Design rr_burst_mux, sky130hd; sources not shown.
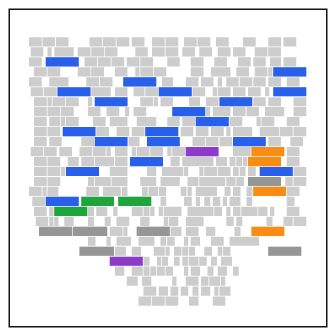
Fig. 1. Sequential cells grouped by signal name.
Other sequential cells in the stronger gray, the rest of the logic in the fainter gray.
netlist name	color	flops
`beat_cnt_r`	green	3
`grant`	orange	4
`owner_r`	purple	2
`out_data`	blue	19
not colored	6
Seq. pwr: 0.000601 W
Final Core Density: 66.67%
sequential cell area share: 22.96%
register area: 853.3 um2

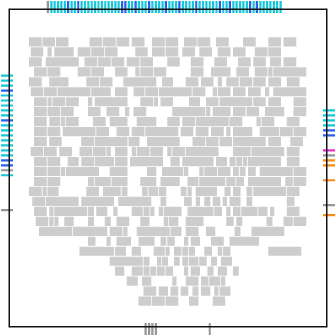
Fig. 2. Pin placement.
Pins as bars across the die edge, other pins in gray.
port	color	pins	direction	edge
`out_ready`	magenta	1	input	east
`din`	cyan	76	input	56 north, 16 west, 4 east
`out_data`	blue	19	output	13 north, 4 west, 2 east
`grant`	orange	4	output	east
all pins by edge	70 north, 22 west, 13 east, 5 south
# port buffers: 109
die y size: 86.24 um
Die Span X: 86.24 um

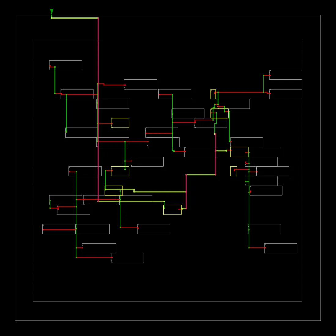
Fig. 3. Clock routing.
Sink Count: 34
flip-flops: 34
Late-Pin Clk Latency: 0.29 ns

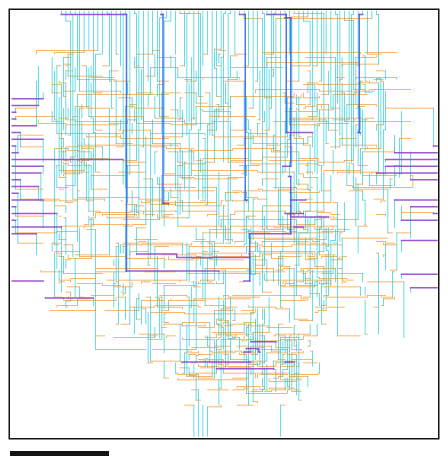
Fig. 4. Metal layers overlaid.
Scale bar: 20 um.
layer	color	wire length
M3	purple	339 um
M2	cyan	4030 um
M1	orange	2900 um
M4	blue	226 um
Routed WL per cell: 17.49 um
via count: 2352
gr usage total: 20.07%
DRT Wirelength: 7.486 mm

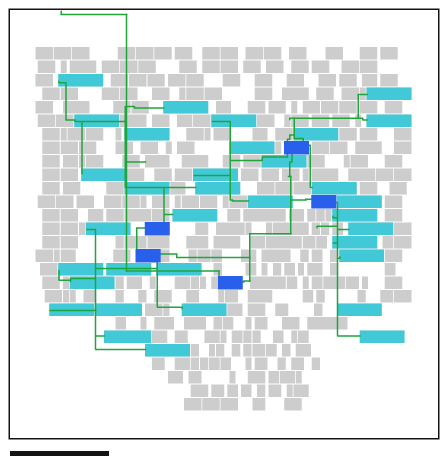
Fig. 5. Routed clock nets over the placement.
Scale bar: 20 um.
[clock wires] green | length: 462 um
[flip-flops] cyan | count: 34
[clock-net drivers] blue | count: 5
routed clock nets	6
P_clk: 0.000256 W
clock power share: 9.2%

==> flow_summary.ini <==
; synthesis and place-and-route metrics
[final_layout]
fillers = 454
mostFrequentLayoutCell = clkdlybuf4s50_1
finalInstanceArea_mm2 = 0.003716
nNetsFinal = 441
mostFrequentLayoutCells = clkdlybuf4s50_1 (109), mux2i_1 (40), dfrtp_1 (32)
largest_reg_flops = 19
final-instance-count-excl-fill = 428
syn2layout_area_growth_pct = 52.23

[synth]
synth.area.top_cells = dfrtp_1 (33%), mux2i_1 (16%), o221ai_2 (6.2%), nand2_1 (4.6%), o221ai_1 (3.6%)
numSynthFlops = 34
simple_gate_share_pct = 18.20
most_common_cell = mux2i_1
xor_area_share_pct = 0.7176
synth_cell_type_count = 53
synthAoiAreaFrac_pct = 20.71
yosysWarnings = 6
synth_area_mm2 = 0.002441
yosys_cells = 243
ys_seq_share_pct = 34.96
synth-main-ff-cell = dfrtp_1
synth_area_leader_cell = dfrtp_1

[setup_path]
cp-end-kind = flop
cp_max_fo = 38
cp_num_cells = 10
start_kind = input port
critPathSlowestCell = clkdlybuf4s50_1
cp.required_ns = 4.00
crit_chain = clkdlybuf4s50_1 -> nor2b_1 -> o21a_1 -> or4_1 -> and4b_1 -> o21ai_1 -> o21ai_4 -> buf_12 -> mux2i_1 -> o221ai_1
slowest_delay_ns = 0.72
cpLargestDelayFamily = buffers and inverters
arrival_ns = 3.42

[placement]
place_hpwl_mm = 5.799

[final_timing]
slew_viol_final = 0
worst_slack_ns = 0.5847
setup_viol = 0
hold_slack_ns = 0.2859
fin_crit_sh_pct = 85.56
finalHoldViolations = 0

[cts]
cts.repair.resized = 0
cts-root-buf = clkbuf_8
cts_hold_buf = 0
cts_tree = done

[route]
drc = 0
viasPerCell = 5.495
ant_nets = 0

[global_route]
grt-busiest-layer = met2
antenna_found_initial = 0
grt_pass1_vias = 2339
grt.met2_usage_pct = 36.16

[status]
status = finished, final reports clean

[flow_run]
openroad.warnings = 27

[power_and_ir_drop]
p_per_area_mw_per_mm2 = 744.3

[die]
ios = 110
-- power groups by stage --
stage | Combinational, W | Clock (W) | Sequential, W
6_report | 0.00191 | 0.000256 | 0.000601
5_1_grt | 0.00206 | 0.000279 | 0.000626
4_1_cts | 0.00192 | 0.000263 | 0.000600
3_5_place_dp | 0.00192 | 0 | 0.000601
3_3_place_gp | 0.00187 | 0 | 0.000600
2_1_floorplan | 0.00130 | 0 | 0.000641
-- per-layer routing --
layer / vias up / wire, um
met5: - / 0
met4: 0 / 225
met3: 18 / 338
met2: 73 / 4026
met1: 1128 / 2894
li1: 1133 / -
-- cell type report --
class / instances / share of cell area [%]
clock buffer: 7 / 2.323
clock inverter: 1 / 0.1347
inverter: 4 / 0.4040
multi-input combinational: 187 / 39.23
sequential: 34 / 22.96
tap: 72 / 2.424
timing repair buffer: 123 / 32.53
Power is estimated from default activity; no workload was simulated.
